$ cat src/rtl/psum_accumulator.sv
// Temporal accumulator for the fusion_unit psum_fwd stream. It sums a
// programmable window of extended beats into one result held in a valid/ready output register.
module psum_accumulator #(
  parameter int PSUM_W = 8,
  parameter int CNT_W  = 8,
  parameter int ACC_W  = 20
) (
  input  logic              clk,
  input  logic              rst_n,
  input  logic [PSUM_W-1:0] psum_in,
  input  logic              psum_valid,
  input  logic              psum_signed,
  output logic              psum_ready,
  input  logic [CNT_W-1:0]  len,
  input  logic              flush,
  output logic [ACC_W-1:0]  acc_out,
  output logic              acc_valid,
  input  logic              acc_ready,
  output logic              busy
);

  typedef enum logic {IDLE, ACC} state_t;

  state_t             state_reg, state_next;
  logic [ACC_W-1:0]   acc_reg, acc_next;
  logic [ACC_W-1:0]   acc_out_reg, acc_out_next;
  logic [CNT_W-1:0]   cnt_reg, cnt_next;
  logic [CNT_W-1:0]   target_reg, target_next;
  logic               acc_valid_reg, acc_valid_next;
  logic [ACC_W-1:0]   ext;
  logic [ACC_W-1:0]   window_sum;
  logic               last;
  logic               accept;

  // The extension bit is the sign bit only for signed beats.
  assign ext = {{(ACC_W-PSUM_W){psum_signed & psum_in[PSUM_W-1]}}, psum_in};

  always_comb begin
    last       = 1'b0;
    window_sum = ext;
    if (state_reg == IDLE) begin
      last = (len <= CNT_W'(1));
    end else begin
      last       = ((CNT_W+1)'(cnt_reg) + (CNT_W+1)'(1)) == (CNT_W+1)'(target_reg);
      window_sum = acc_reg + ext;
    end
  end

  // Only a completing beat can be stalled, and only by an undrained result.
  assign psum_ready = !flush && !(last && acc_valid_reg && !acc_ready);
  assign accept     = psum_valid && psum_ready;

  always_comb begin
    state_next     = state_reg;
    acc_next       = acc_reg;
    cnt_next       = cnt_reg;
    target_next    = target_reg;
    acc_out_next   = acc_out_reg;
    acc_valid_next = acc_valid_reg;

    if (acc_valid_reg && acc_ready) begin
      acc_valid_next = 1'b0;
    end

    if (flush) begin
      state_next = IDLE;
      acc_next   = '0;
      cnt_next   = '0;
    end else if (accept) begin
      if (last) begin
        acc_out_next   = window_sum;
        acc_valid_next = 1'b1;
        state_next     = IDLE;
        acc_next       = '0;
        cnt_next       = '0;
      end else if (state_reg == IDLE) begin
        acc_next    = ext;
        cnt_next    = CNT_W'(1);
        target_next = len;
        state_next  = ACC;
      end else begin
        acc_next = window_sum;
        cnt_next = cnt_reg + CNT_W'(1);
      end
    end
  end

  always_ff @(posedge clk or negedge rst_n) begin
    if (!rst_n) begin
      state_reg     <= IDLE;
      acc_reg       <= '0;
      cnt_reg       <= '0;
      target_reg    <= '0;
      acc_out_reg   <= '0;
      acc_valid_reg <= 1'b0;
    end else begin
      state_reg     <= state_next;
      acc_reg       <= acc_next;
      cnt_reg       <= cnt_next;
      target_reg    <= target_next;
      acc_out_reg   <= acc_out_next;
      acc_valid_reg <= acc_valid_next;
    end
  end

  assign acc_out   = acc_out_reg;
  assign acc_valid = acc_valid_reg;
  assign busy      = (state_reg == ACC);

endmodule

$ cat config.mk
export PLATFORM = sky130hd
export DESIGN_NAME = psum_accumulator
export DESIGN_NICKNAME = d
export VERILOG_FILES = /design/src/rtl/psum_accumulator.sv
export SDC_FILE = /design/constraint.sdc
export NUM_CORES = 1
export LEC_CHECK = 0
export CORE_ASPECT_RATIO = 1.1
export CORE_UTILIZATION = 51
export CTS_CLUSTER_SIZE = 12
export DETAILED_ROUTE_END_ITERATION = 8
export PLACE_DENSITY = 0.74
export SLEW_MARGIN = 20
export SYNTH_ARGS = -nofsm -noshare
export SYNTH_HDL_FRONTEND = slang
export SYNTH_SLANG_ARGS = --single-unit
$ cat constraint.sdc
create_clock -name clk -period 2.6 [get_ports clk]
set_input_delay 0.52 -clock clk [delete_from_list [all_inputs] [get_ports clk]]
set_output_delay 0.52 -clock clk [all_outputs]
set_load 0.1 [all_outputs]
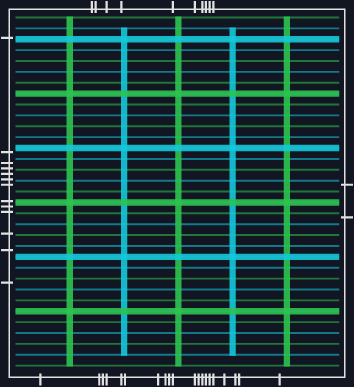
Fig. 1. Power grid (run 1).
(4 px per micron) Pins as bars on the die edge.
- green: VSS
- cyan: VDD
- signal pins: 45
- met1 rails: 33
die height: 91.6 microns
Chip Width: 83.5 microns
core box area: 0.00705 sq mm
Peak VDD IR: 0.518 mV

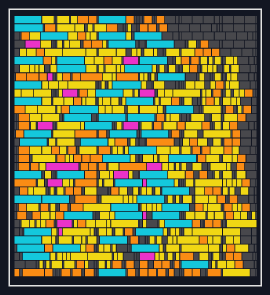
Fig. 2. Cells colored by class (run 1).
(3 px per micron) Fill, decap, tap and diode cells in gray.
- cyan: flops (cells 58)
- orange: other buffers and delay cells (cells 143)
- magenta: clock drivers and dummy loads (cells 16)
- yellow: combinational and other logic (cells 323)
post-layout util: 0.789
num rows: 32
cell area after layout: 0.00556 sq mm
Seq area share: 0.262

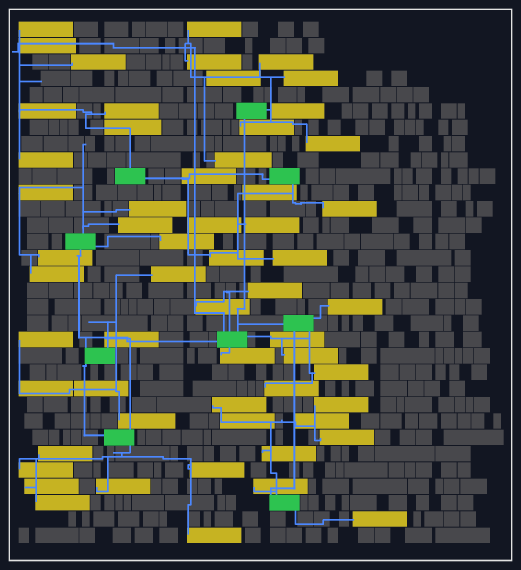
Fig. 3. Clock wires, drivers and flops (run 1).
(6 px per micron)
- blue: clock wires (length 830 microns)
- yellow: flip-flops (count 58)
- green: clock drivers (count 9)
- routed clock nets: 10
clk_skew: 6.97 ps
Skew-Pair Late Insertion Delay: 350 ps
Clk. pwr: 0.000856 W

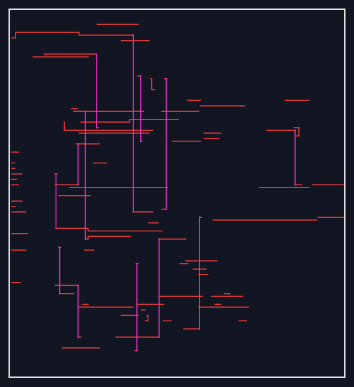
Fig. 4. Metal layers overlaid (run 1).
(4 px per micron) Two of the layers only.
- red: metal 3 (wire length 519 microns)
- magenta: metal 4 (wire length 280 microns)
GRT Total Usage: 0.295
DRT Wirelength: 11.8 mm
drt wl/cell: 18.9 microns

==> qor.yml, run 1 <==
status:
  outcome: "finished, violations left"
  violations: "setup timing"
drt:
  drt_iter0_markers: 269
  wl_met2_mm: 6.02
  met1_length_mm: 4.98
  viasPerCell: 5.97
  drtAntennaViolNets: 0
  first_pass_iters: 5
  maxUsedRoutingLayer: "met4"
  post-route-drc-count: 0
power_and_ir_drop:
  p_leak_nw: 2.63
  switching_power_w: 0.00119
  p_comb_frac: 0.382
  p_clk_frac: 0.274
  p_comb_w: 0.00120
  switching_share: 0.382
  power_w: 0.00313
  powerDensity_mw_per_mm2: 562
floorplan:
  taps: 85
  chip_area_sq_mm: 0.00765
  fp_util: 0.529
  boundaryPins: 45
logic_synthesis:
  synth_xor_xnor_area_share: 0.0702
  syn_area_sq_mm: 0.00372
  syn_avg_cell_area_sq_um: 9.41
  edf_count: 0
  synthAdderAreaFrac: 0.0726
  aoi_share: 0.233
  yosys_area_sq_mm: 0.00372
  yosysTopAreaCellShare: 0.390
  ys_cells: 396
  muxShareOfSynthArea: 0.0464
  area_leaders: "dfrtp_1 39%, ha_1 6.7%, xnor2_1 5.4%"
  common_cells: "58 x dfrtp_1, 39 x nand2_1, 38 x a21oi_1, 37 x nor2_1, 28 x o21ai_0"
  synthCells: 396
  postSynthSeqShare: 0.390
  top_area_cell: "dfrtp_1"
  syn_nets: 439
setup_path:
  crit_chain: "ha_4, buf_6, xnor2_2, nand3_2, nor4_4, a31oi_4, nor2_2, nor2_4, buf_12"
  critPathMaxFanout: 6
  slowest_stage: "dfrtp_2"
  worstReg2RegEnd: "acc_out[19]"
  cp.depth: 9
  critPathCapture: "psum_ready"
  crit_family: "simple AND/OR/NAND/NOR gates"
  crit_path_start: "cnt_reg[1]"
cells_and_area:
  comb_area_frac: 0.450
  largestClassByArea: "logic gates"
  final_common_cell: "buf_4"
  fin_nets: 578
  nClkBuffers: 14
  diodes: 0
  clock_area_frac: 0.0355
  seq_cells: 58
  buffers: 143
  fin_cells: 625
  layout-drive-gt1-share: 0.389
  n_all_inverters: 10
  logic_gates: 313
clock_tree:
  cts-htree-levels: 3
  numClockSinks: 58
sta:
  grt_setup_unrepaired: "true"
  period_needed_ps: 2780
  max_slew.worst_pin.slew_ps: 824
  timing.hold.ws_ps: 169
  tns_ps: -420
  postLayoutSetupSlackWorst_ps: -175
  setup_viol: 12
  min_period_over_period: 1.07
  max_slew_margin: 0.448
placed_design:
  place_inst: 589
  dp_slack_ps: -789
  dpl.hpwl_mm: 7.35
  placed_cell_area_sq_mm: 0.00483
global_route:
  overflow: 0
  grt_busiest_layer: "met2"
  grt_use_met1: 0.384
  grt_max_degree: 59
  first_global_vias: 3665
  antenna_found_initial: 0
job:
  warnings: 29
Fig. 5: run 1, cell outlines without signal wires
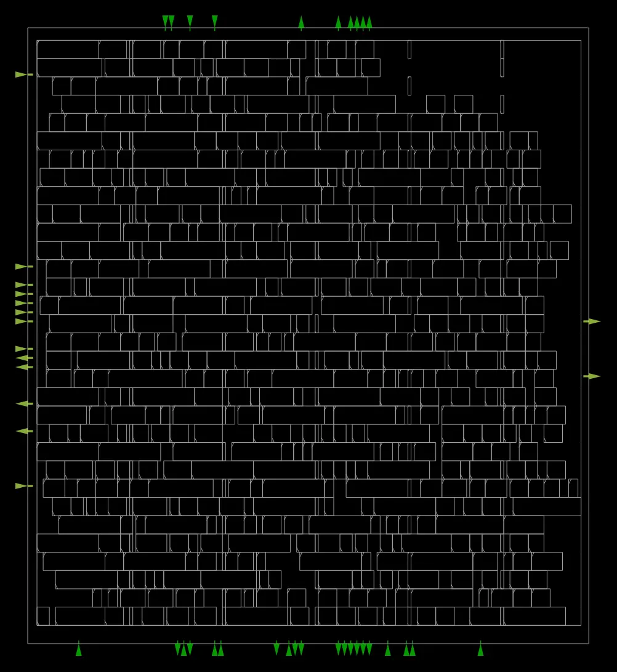

==> run 2: changes to the inputs <==
CORE_UTILIZATION = 55   (was 51)
PLACE_DENSITY = 0.76   (was 0.74)
RECOVER_POWER = 100   (was default)
clock period = 3.5 ns   (was 2.6 ns; I/O delays follow)
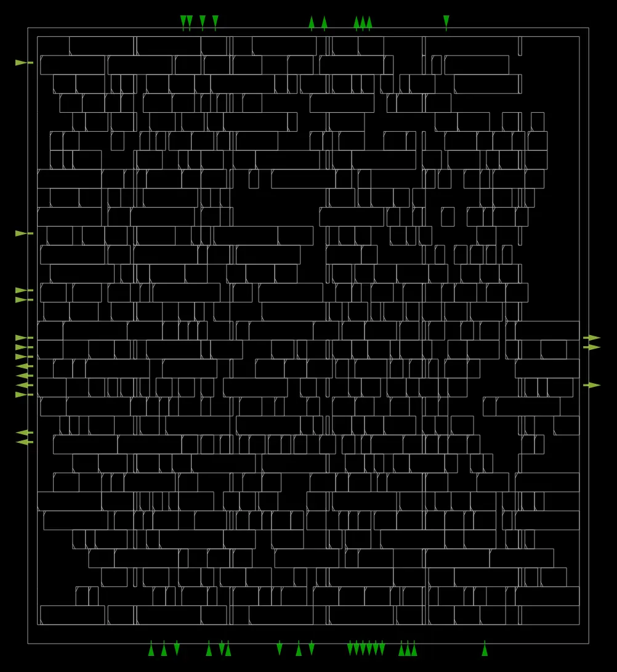
Fig. 6. Cell outlines without signal wires (run 2).
flip-flops: 58
final non-filler cell total: 560

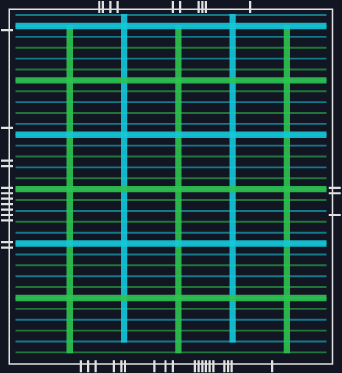
Fig. 7. Power grid (run 2).
(4 px per micron) Pins as bars on the die edge.
- green: VSS
- cyan: VDD
- rows: 31
- met4 straps: 5
- signal pins: 45
- met5 straps: 6
core box area: 0.00656 sq mm
Peak VDD IR: 0.310 mV
die height: 88.3 microns
Chip Width: 80.5 microns

==> qor.yml, run 2 <==
global_route:
  grt_use_met1: 0.381  # was 0.384
  first_global_vias: 3214  # was 3665
  grt_busiest_layer: "met2"  # unchanged
  antenna_found_initial: 0  # unchanged
  overflow: 0  # unchanged
  grt_usage: 0.287  # was 0.295
sta:
  max_slew_margin: 0.136  # was 0.448
  timing.hold.ws_ps: 488  # was 169 ps
  grt_setup_unrepaired: "false"  # was true
  max_slew.worst_pin.slew_ps: 1300  # was 824 ps
  period_needed_ps: 3320
  setup_viol: 0  # was 12
  postLayoutSetupSlackWorst_ps: 182  # was -175 ps
logic_synthesis:
  synthAdderAreaFrac: 0.0726  # unchanged
  common_cells: "58 x dfrtp_1, 39 x nand2_1, 38 x a21oi_1, 37 x nor2_1, 28 x o21ai_0"  # unchanged
  yosysTopAreaCellShare: 0.390  # unchanged
  area_leaders: "dfrtp_1 39%, ha_1 6.7%, xnor2_1 5.4%"  # unchanged
  synthCells: 396  # unchanged
  syn_avg_cell_area_sq_um: 9.41  # unchanged
  ys_cells: 396  # unchanged
  syn_nets: 439  # unchanged
  synth_xor_xnor_area_share: 0.0702  # unchanged
cells_and_area:
  diodes: 0  # unchanged
  largestClassByArea: "logic gates"  # unchanged
  final_common_cell: "dfrtp_1"  # was buf_4
  n_all_inverters: 10  # unchanged
  logic_gates: 313  # unchanged
  nClkBuffers: 13  # was 14
  buffers: 81  # was 143
  fin_nets: 516  # was 578
drt:
  maxUsedRoutingLayer: "met4"  # unchanged
  wl_met2_mm: 4.62  # was 6.02 mm
  wl_mm: 9.35  # was 11.8 mm
  drt_iter0_markers: 205  # was 269
  drtAntennaViolNets: 0  # unchanged
  viasPerCell: 5.86  # was 5.97
  first_pass_iters: 4  # was 5
  wl_per_cell_microns: 16.7  # was 18.9 microns
setup_path:
  critPathMaxFanout: 3  # was 6
  crit_chain: "dlygate4sd3_1, ha_1, inv_1, fa_1, nor2b_1, o31a_1, o32ai_1, o21ai_0, clkbuf_1, a211oi_1, xnor2_1, nand2_1, a21oi_1"  # was ha_4, buf_6, xnor2_2, nand3_2, nor4_4, a31oi_4, nor2_2, nor2_4, buf_12
  worstReg2RegEnd: "acc_out[7]"  # was acc_out[19]
  crit_family: "AND-OR/OR-AND gates"  # was simple AND/OR/NAND/NOR gates
  critPathCapture: "acc_out[16]"  # was psum_ready
  cp.depth: 13  # was 9
  slowest_stage: "dlygate4sd3_1"  # was dfrtp_2
power_and_ir_drop:
  p_leak_nw: 2.16  # was 2.63 nW
  powerDensity_mw_per_mm2: 451  # was 562 mW/mm^2
  p_comb_frac: 0.358  # was 0.382
  p_clk_frac: 0.262  # was 0.274
  p_clk_w: 0.000541  # was 0.000856 W
  switching_power_w: 0.000812  # was 0.00119 W
  p_comb_w: 0.000739  # was 0.00120 W
  power_w: 0.00207  # was 0.00313 W
floorplan:
  chip_area_sq_mm: 0.00711  # was 0.00765 sq mm
  boundaryPins: 45  # unchanged
  fp_util: 0.568  # was 0.529
clock_tree:
  cts-htree-levels: 3  # unchanged
  numClockSinks: 58  # unchanged
  clock_latency_ps: 340  # was 350 ps
status:
  outcome: "finished clean"  # was finished, violations left
placed_design:
  dpl.hpwl_mm: 6.79  # was 7.35 mm
  dp_slack_ps: -13.9  # was -789 ps
  place_inst: 544  # was 589
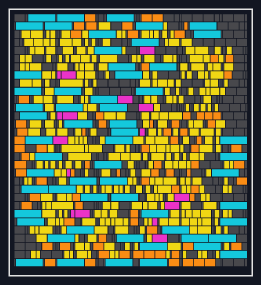
Fig. 8. Cells colored by class (run 2).
(3 px per micron) Fill, decap, tap and diode cells in gray.
- orange: other buffers and delay cells (cells 81)
- magenta: clock drivers and dummy loads (cells 16)
- yellow: combinational and other logic (cells 323)
- cyan: flops (cells 58)
cell area after layout: 0.00458 sq mm
post-layout util: 0.699
Seq area share: 0.317

Fig. 9: run 2, clock wires, drivers and flops
(6 px per micron)
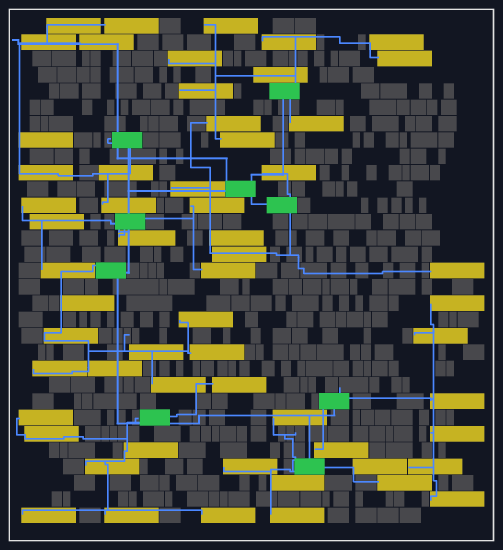

==> run 3: changes to the inputs <==
CORE_UTILIZATION = 51   (was 55)
GPL_TIMING_DRIVEN = 0   (was default)
PLACE_DENSITY = 0.74   (was 0.76)
clock period = 2.7 ns   (was 3.5 ns; I/O delays follow)
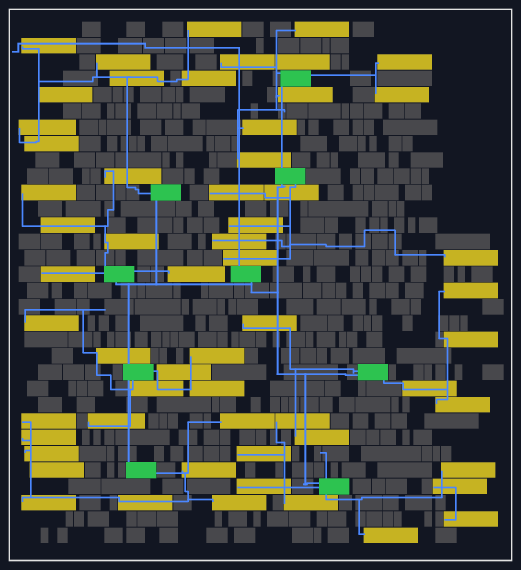
Fig. 10. Clock wires, drivers and flops (run 3).
(6 px per micron)
- yellow: flip-flops (count 58)
- blue: clock wires (length 881 microns)
- green: clock drivers (count 9)
- flops lie: all over the die
clk_skew: 9.61 ps
Clock power frac: 0.253
Skew-Pair Late Insertion Delay: 340 ps
Clk. pwr: 0.000707 W

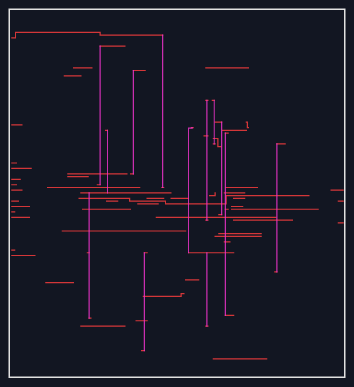
Fig. 11. Metal layers overlaid (run 3).
(4 px per micron) Two of the layers only.
- red: metal 3 (wire length 486 microns)
- magenta: metal 4 (wire length 362 microns)
DRT Wirelength: 10.5 mm
via count: 3455
drt wl/cell: 18.5 microns
GRT Total Usage: 0.281

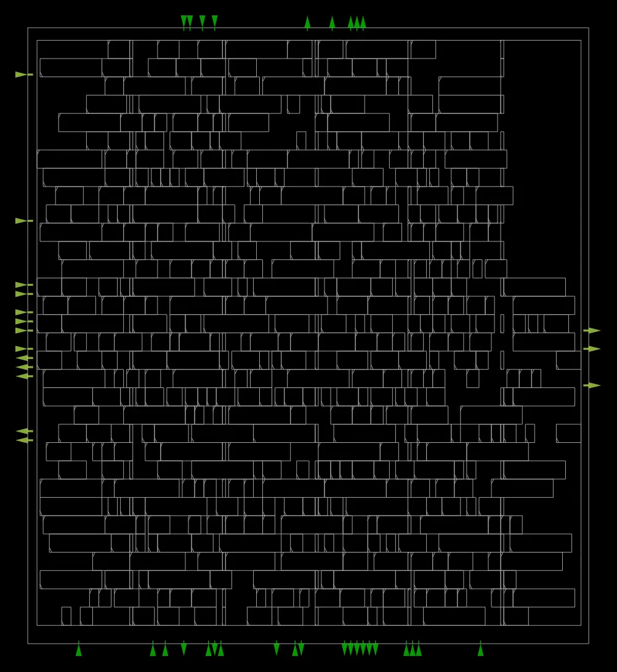
Fig. 12. Cell outlines without signal wires (run 3).
post-layout util: 0.715
core box area: 0.00705 sq mm
Seq area share: 0.289

==> qor.yml, run 3 <==
status:
  outcome: "finished, violations left"  # was finished clean
  violations: "setup timing"
setup_path:
  crit_family: "AND-OR/OR-AND gates"  # unchanged
  worstReg2RegEnd: "acc_out[8]"  # was acc_out[7]
  cp.depth: 9  # was 13
  critPathCapture: "psum_ready"  # was acc_out[16]
  slowest_stage: "dfrtp_2"  # was dlygate4sd3_1
cells_and_area:
  final_common_cell: "dfrtp_1"  # unchanged
  largestClassByArea: "logic gates"  # unchanged
  diodes: 0  # unchanged
  nClkBuffers: 13  # unchanged
  clock_area_frac: 0.0325  # was 0.0358
  fin_cells: 568  # was 560
  buffers: 86  # was 81
  comb_area_frac: 0.500  # was 0.468
  logic_gates: 313  # unchanged
  seq_cells: 58  # unchanged
  fin_nets: 521  # was 516
power_and_ir_drop:
  switching_share: 0.397  # was 0.393
  p_comb_w: 0.00107  # was 0.000739 W
  p_leak_nw: 2.18  # was 2.16 nW
  powerDensity_mw_per_mm2: 556  # was 451 mW/mm^2
floorplan:
  rows: 32  # was 31
  die_x_microns: 83.5  # was 80.5 microns
  fp_util: 0.529  # was 0.568
  chip_area_sq_mm: 0.00765  # was 0.00711 sq mm
  boundaryPins: 45  # unchanged
logic_synthesis:
  muxShareOfSynthArea: 0.0464  # unchanged
  edf_count: 0  # unchanged
  common_cells: "58 x dfrtp_1, 39 x nand2_1, 38 x a21oi_1, 37 x nor2_1, 28 x o21ai_0"  # unchanged
  syn_area_sq_mm: 0.00372  # unchanged
  yosysTopAreaCellShare: 0.390  # unchanged
  synthAdderAreaFrac: 0.0726  # unchanged
  area_leaders: "dfrtp_1 39%, ha_1 6.7%, xnor2_1 5.4%"  # unchanged
  postSynthSeqShare: 0.390  # unchanged
  ys_cells: 396  # unchanged
  synth_xor_xnor_area_share: 0.0702  # unchanged
sta:
  timing.hold.ws_ps: 481  # was 488 ps
  postLayoutSetupSlackWorst_ps: -64.7  # was 182 ps
  grt_setup_unrepaired: "true"  # was false
  tns_ps: -64.7  # was 0 ps
  setup_viol: 1  # was 0
global_route:
  antenna_found_initial: 0  # unchanged
placed_design:
  dp_slack_ps: -968  # was -13.9 ps
  place_inst: 526  # was 544
drt:
  drtAntennaViolNets: 0  # unchanged
  met1_length_mm: 4.42  # was 4.34 mm
  drt_iter0_markers: 223  # was 205
  post-route-drc-count: 0  # unchanged
  wl_met2_mm: 5.23  # was 4.62 mm
clock_tree:
  cts-htree-levels: 3  # unchanged
  numClockSinks: 58  # unchanged
job:
  warnings: 28  # was 26
Power figures rest on the tool's default switching activity, not on a simulated workload.
